`config.mk`:
```
export PLATFORM = sky130hd
export DESIGN_NAME = uart_tx_fifo_cfg
export DESIGN_NICKNAME = d
export VERILOG_FILES = /design/src/rtl/uart_tx_fifo_cfg.sv
export SDC_FILE = /design/constraint.sdc
export NUM_CORES = 1
export LEC_CHECK = 0
export ABC_CLOCK_PERIOD_IN_PS = 2800
export CAP_MARGIN = 20
export CORE_MARGIN = 8
export CORE_UTILIZATION = 45
export DETAILED_ROUTE_END_ITERATION = 6
export SYNTH_ARGS = -nofsm -noshare
export SYNTH_HDL_FRONTEND = slang
export SYNTH_SLANG_ARGS = --single-unit
export TNS_END_PERCENT = 100
```
`constraint.sdc`:
```
create_clock -name clk -period 2.8 [get_ports clk]
set_input_delay 0.56 -clock clk [delete_from_list [all_inputs] [get_ports clk]]
set_output_delay 0.56 -clock clk [all_outputs]
set_load 0.01 [all_outputs]
```
`src/rtl/uart_tx_fifo_cfg.sv`:
```
`default_nettype none
// ============================================================================
//  Module      : uart_tx_fifo_cfg
//  Description : Configurable UART transmitter with a TX FIFO. Supports 5..9
//                data bits, runtime parity (none/even/odd) and 1 or 2 stop
//                bits, and sends queued words back-to-back with no idle gap.
//  Revision    : 1.0 - initial release
// ============================================================================
module uart_tx_fifo_cfg #(
  parameter int DATA_WIDTH  = 8,
  parameter int CLK_FREQ_HZ = 125_000_000,
  parameter int BAUDRATE    = 9600,
  parameter int FIFO_DEPTH  = 16
) (
  input  logic                          clk,
  input  logic                          rst,
  input  logic [DATA_WIDTH-1:0]         s_data,
  input  logic                          s_valid,
  output logic                          s_ready,
  input  logic [1:0]                    cfg_parity,
  input  logic                          cfg_stop2,
  output logic                          tx,
  output logic                          tx_busy,
  output logic                          tx_done,
  output logic [$clog2(FIFO_DEPTH):0]   fifo_count
);

  localparam int CLKS_PER_BIT = CLK_FREQ_HZ / BAUDRATE;
  localparam int CNT_W        = $clog2(2 * CLKS_PER_BIT);
  localparam int BIT_W        = ($clog2(DATA_WIDTH) > 3) ? $clog2(DATA_WIDTH) : 3;
  localparam int ADDR_W       = $clog2(FIFO_DEPTH);
  localparam int COUNT_W      = ADDR_W + 1;

  localparam logic [CNT_W-1:0]   BIT_LAST   = CNT_W'(CLKS_PER_BIT - 1);
  localparam logic [CNT_W-1:0]   STOP2_LAST = CNT_W'(2 * CLKS_PER_BIT - 1);
  localparam logic [BIT_W-1:0]   DATA_LAST  = BIT_W'(DATA_WIDTH - 1);
  localparam logic [COUNT_W-1:0] FULL_COUNT = COUNT_W'(FIFO_DEPTH);

  typedef enum logic [2:0] {
    IDLE   = 3'd0,
    START  = 3'd1,
    DATA   = 3'd2,
    PARITY = 3'd3,
    STOP   = 3'd4
  } state_t;

  // FIFO storage and pointers
  logic [DATA_WIDTH-1:0] mem [FIFO_DEPTH];
  logic [ADDR_W-1:0]     wr_ptr;
  logic [ADDR_W-1:0]     rd_ptr;
  logic [COUNT_W-1:0]    count_next;
  logic                  push;
  logic                  pop;
  logic [DATA_WIDTH-1:0] head;

  // Transmitter state
  state_t                state;
  logic [CNT_W-1:0]      baud_cnt;
  logic [BIT_W-1:0]      bit_cnt;
  logic [DATA_WIDTH-1:0] shift;
  logic                  par_en;
  logic                  par_bit;
  logic                  stop2_q;
  logic [CNT_W-1:0]      stop_last;
  logic [CNT_W-1:0]      stop_pre;
  logic                  frame_end;

  assign push      = s_valid && s_ready;
  assign head      = mem[rd_ptr];
  assign stop_last = stop2_q ? STOP2_LAST : BIT_LAST;
  assign stop_pre  = stop_last - CNT_W'(1);
  assign frame_end = (state == STOP) && (baud_cnt == stop_last);
  // A word leaves the FIFO either from idle or on the last stop cycle,
  // so consecutive frames abut without an idle bit.
  assign pop       = (fifo_count != '0) && ((state == IDLE) || frame_end);

  // Occupancy after this cycle's push/pop; simultaneous push+pop cancels
  always_comb begin
    count_next = fifo_count;
    if (push && !pop) begin
      count_next = fifo_count + COUNT_W'(1);
    end else if (!push && pop) begin
      count_next = fifo_count - COUNT_W'(1);
    end
  end

  // FIFO write port; contents need no reset since count gates every read
  always_ff @(posedge clk) begin
    if (push) begin
      mem[wr_ptr] <= s_data;
    end
  end

  // FIFO pointers, occupancy and registered ready (= not full next cycle)
  always_ff @(posedge clk) begin
    if (rst) begin
      wr_ptr     <= '0;
      rd_ptr     <= '0;
      fifo_count <= '0;
      s_ready    <= 1'b1;
    end else begin
      if (push) wr_ptr <= wr_ptr + ADDR_W'(1);
      if (pop)  rd_ptr <= rd_ptr + ADDR_W'(1);
      fifo_count <= count_next;
      s_ready    <= (count_next != FULL_COUNT);
    end
  end

  // Frame sequencer with registered line, busy and done outputs
  always_ff @(posedge clk) begin
    if (rst) begin
      state    <= IDLE;
      baud_cnt <= '0;
      bit_cnt  <= '0;
      shift    <= '0;
      par_en   <= 1'b0;
      par_bit  <= 1'b0;
      stop2_q  <= 1'b0;
      tx       <= 1'b1;
      tx_busy  <= 1'b0;
      tx_done  <= 1'b0;
    end else begin
      tx_done <= 1'b0;
      case (state)
        IDLE: begin
          baud_cnt <= '0;
        end
        START: begin
          if (baud_cnt == BIT_LAST) begin
            baud_cnt <= '0;
            bit_cnt  <= '0;
            tx       <= shift[0];
            state    <= DATA;
          end else begin
            baud_cnt <= baud_cnt + CNT_W'(1);
          end
        end
        DATA: begin
          if (baud_cnt == BIT_LAST) begin
            baud_cnt <= '0;
            if (bit_cnt == DATA_LAST) begin
              if (par_en) begin
                tx    <= par_bit;
                state <= PARITY;
              end else begin
                tx    <= 1'b1;
                state <= STOP;
              end
            end else begin
              bit_cnt <= bit_cnt + BIT_W'(1);
              shift   <= shift >> 1;
              tx      <= shift[1];
            end
          end else begin
            baud_cnt <= baud_cnt + CNT_W'(1);
          end
        end
        PARITY: begin
          if (baud_cnt == BIT_LAST) begin
            baud_cnt <= '0;
            tx       <= 1'b1;
            state    <= STOP;
          end else begin
            baud_cnt <= baud_cnt + CNT_W'(1);
          end
        end
        STOP: begin
          if (baud_cnt == stop_pre) begin
            tx_done <= 1'b1;
          end
          if (frame_end) begin
            baud_cnt <= '0;
            tx_busy  <= 1'b0;
            state    <= IDLE;
          end else begin
            baud_cnt <= baud_cnt + CNT_W'(1);
          end
        end
        default: begin
          baud_cnt <= '0;
          tx       <= 1'b1;
          tx_busy  <= 1'b0;
          state    <= IDLE;
        end
      endcase
      // Loading a new word overrides the IDLE/STOP exit chosen above and
      // latches the frame format so later cfg changes affect the next frame.
      if (pop) begin
        shift    <= head;
        par_en   <= (cfg_parity == 2'b01) || (cfg_parity == 2'b10);
        par_bit  <= (cfg_parity == 2'b10) ? ~^head : ^head;
        stop2_q  <= cfg_stop2;
        baud_cnt <= '0;
        bit_cnt  <= '0;
        tx       <= 1'b0;
        tx_busy  <= 1'b1;
        state    <= START;
      end
    end
  end

endmodule
`default_nettype wire

```
==> results.toml <==
# flow metrics
[synth]
most_common_cell = "edfxtp_1"
synthArstFlopShare_pct = 0
ys_types = 55
netlist.area_leader.share_pct = 51.2
ys_cells = 508
xor_area_share_pct = 3.79
yosys_warnings = 0
ff_type = "edfxtp_1"
synthMuxAreaShare_pct = 11.7
edf_count = 128
yosysSeqAreaShare_pct = 65.4
ys_chip_area_sq_um = 7500
simple_gate_area_share_pct = 10.0
top_logic_kind = "multiplexers"
synth_area_sq_um = 7500
aoi_share_pct = 4.59
ys.flops = 181
synthesis.nets = 535
common_cells = "edfxtp_1 (128), nor2_1 (55), dfxtp_1 (53), nand2_1 (36), mux4_2 (29)"

[final_timing]
finalSetupViolations = 0
finalCriticalPeriod_ns = 2.65
fin_crit_sh_pct = 94.7
relSlewSlack_pct = 61.1
drv_slew = 0
worstMarginPinSlew_ns = 0.581
hold_slack_ns = 0.465
final.setup.tns_ns = 0
skew_ns = 0.0109
hold_violations = 0
max_freq_ghz = 0.377
rsz0062_at_grt = "false"

[global_route]
top_usage_layer = "met2"
antenna_found_initial = 0
grt_util_met3_pct = 3.45
grt_usage_pct = 15.0
use_met1_pct = 19.6
grt_max_degree = 38

[worst_hold_path]
whs_endpoint = "shift[3]$_SDFFE_PP0P_"
worstHoldPathCells = 2

[drt]
via_per_inst = 5.44
wl_per_cell_um = 19.1
ant_nets = 0
dr.pass1.iters = 5
wl_mm = 15.0
vias = 4275
dr_wl_met2_mm = 7.20
top_layer = "met4"
first_iter_violations = 274
drcViolationCount = 0
dr_wl_met3_um = 641
drt-met1-wl_mm = 6.92

[finish]
fin_cells = 786
lay_top_cells = "edfxtp_1 (128), nor2_1 (55), dfxtp_1 (52)"
clock_cell_area_share_pct = 6.59
seq_area_sq_um = 4910
post-route-util_pct = 52.8
regMostFlops = "mem"
nNonClkInverters = 11
diodes = 0
buffers = 51
top_regs = "mem: 128 flops, baud_cnt: 15 flops, shift: 8 flops"
nFillCells = 1335
syn_to_final_growth_pct = 15.9
logic_gates = 292
logic_area_sq_um = 2430
fin_area_sq_um = 8690
comb_share_pct = 28.0
largestClassByArea = "flip-flops and latches"
largest_reg_flops = 128
layout.nets = 581
seq_share_pct = 56.5
clkbuf_count = 18

[floorplan]
die_h_um = 145
core-area_sq_um = 16500
dieWidth_um = 145
fp-row-count = 47
tapCellCount = 220
pin_count = 23

[critical_path]
cp.required_ns = 3.10
cpMaxStageDelayCell = "mux4_1"
cp_num_buf_inv = 0
worstSetupEndpoint = "par_bit$_SDFFE_PP0P_"
start_kind = "register"
rr_endpoint = "par_bit$_SDFFE_PP0P_"
crit_family = "XOR/XNOR gates"
arrival_ns = 2.95
worstSetupPathType = "register to register"
cp.depth = 8
ff2ff_path_depth = 8
path_common_cell = "xnor2_1"
path_cells = "mux4_1, a22oi_1, nand3_1, xnor2_1, xnor3_1, xnor2_1, mux2i_1, nor2_1"
cpPeakStageDelay_ns = 0.62

[clock_network]
clockRootBuffer = "clkbuf_16"
cts-htree-levels = 4
cts_setup_buffers = 0
insertion_delay_ns = 0.43
path_clk_slew_ns = 0.06
clk_path_buf_depth = 2
cts.sinks = 181
cts_resized = 0
cts_made_buffers = 17
postCtsHoldBufs = 0

[power]
power_leader = "sequential cells"
powerComb_w = 0.00211
power_leakage_nw = 2.86
vdd_ir_drop_max_mv = 0.543
p_seq_w = 0.00323
clkPwrFrac_pct = 30.4
internal_power_w = 0.00545
switchingPower_w = 0.00223
seqPwrFrac_pct = 42.1
swShare_pct = 29.0

[placed_design]
dp.cells = 755
hpwl_mm = 10.0
place.port_buffers = 22

[run_status]
status = "completed"

[job]
log.warning_count = 32
Signal wires on met1:
Supply wires on this layer in gray. Cells faint in the background.
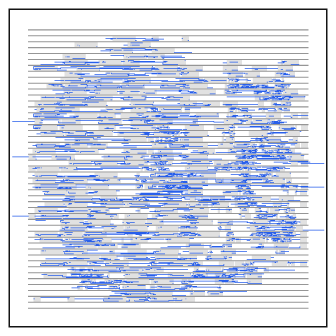
main direction = horizontal
wire length on this layer = 6920 um
share of all routed wire = 46%

Cell sizes after repair:
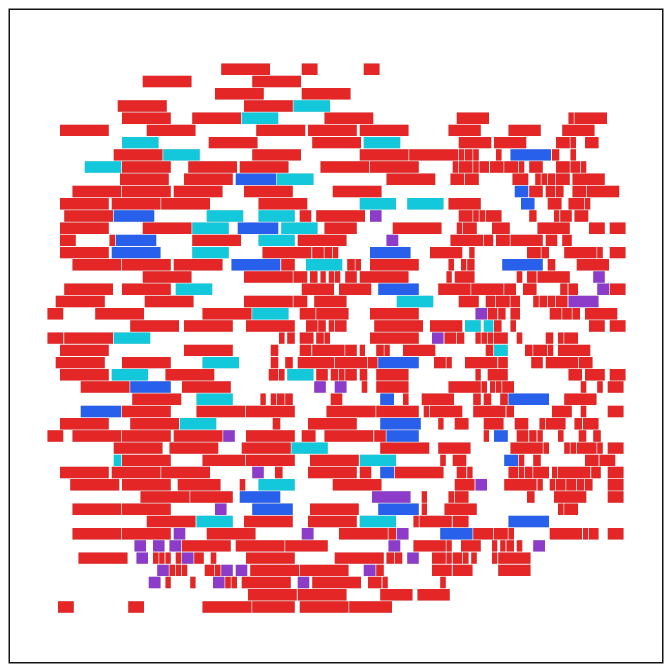
cyan -> drive 2  # cells 34, most used mux4_2
red -> drive 1 or less  # cells 473, most used edfxtp_1
blue -> drive 6 and up  # cells 27, most used clkbuf_16
purple -> drive 3 to 4  # cells 32, most used buf_4

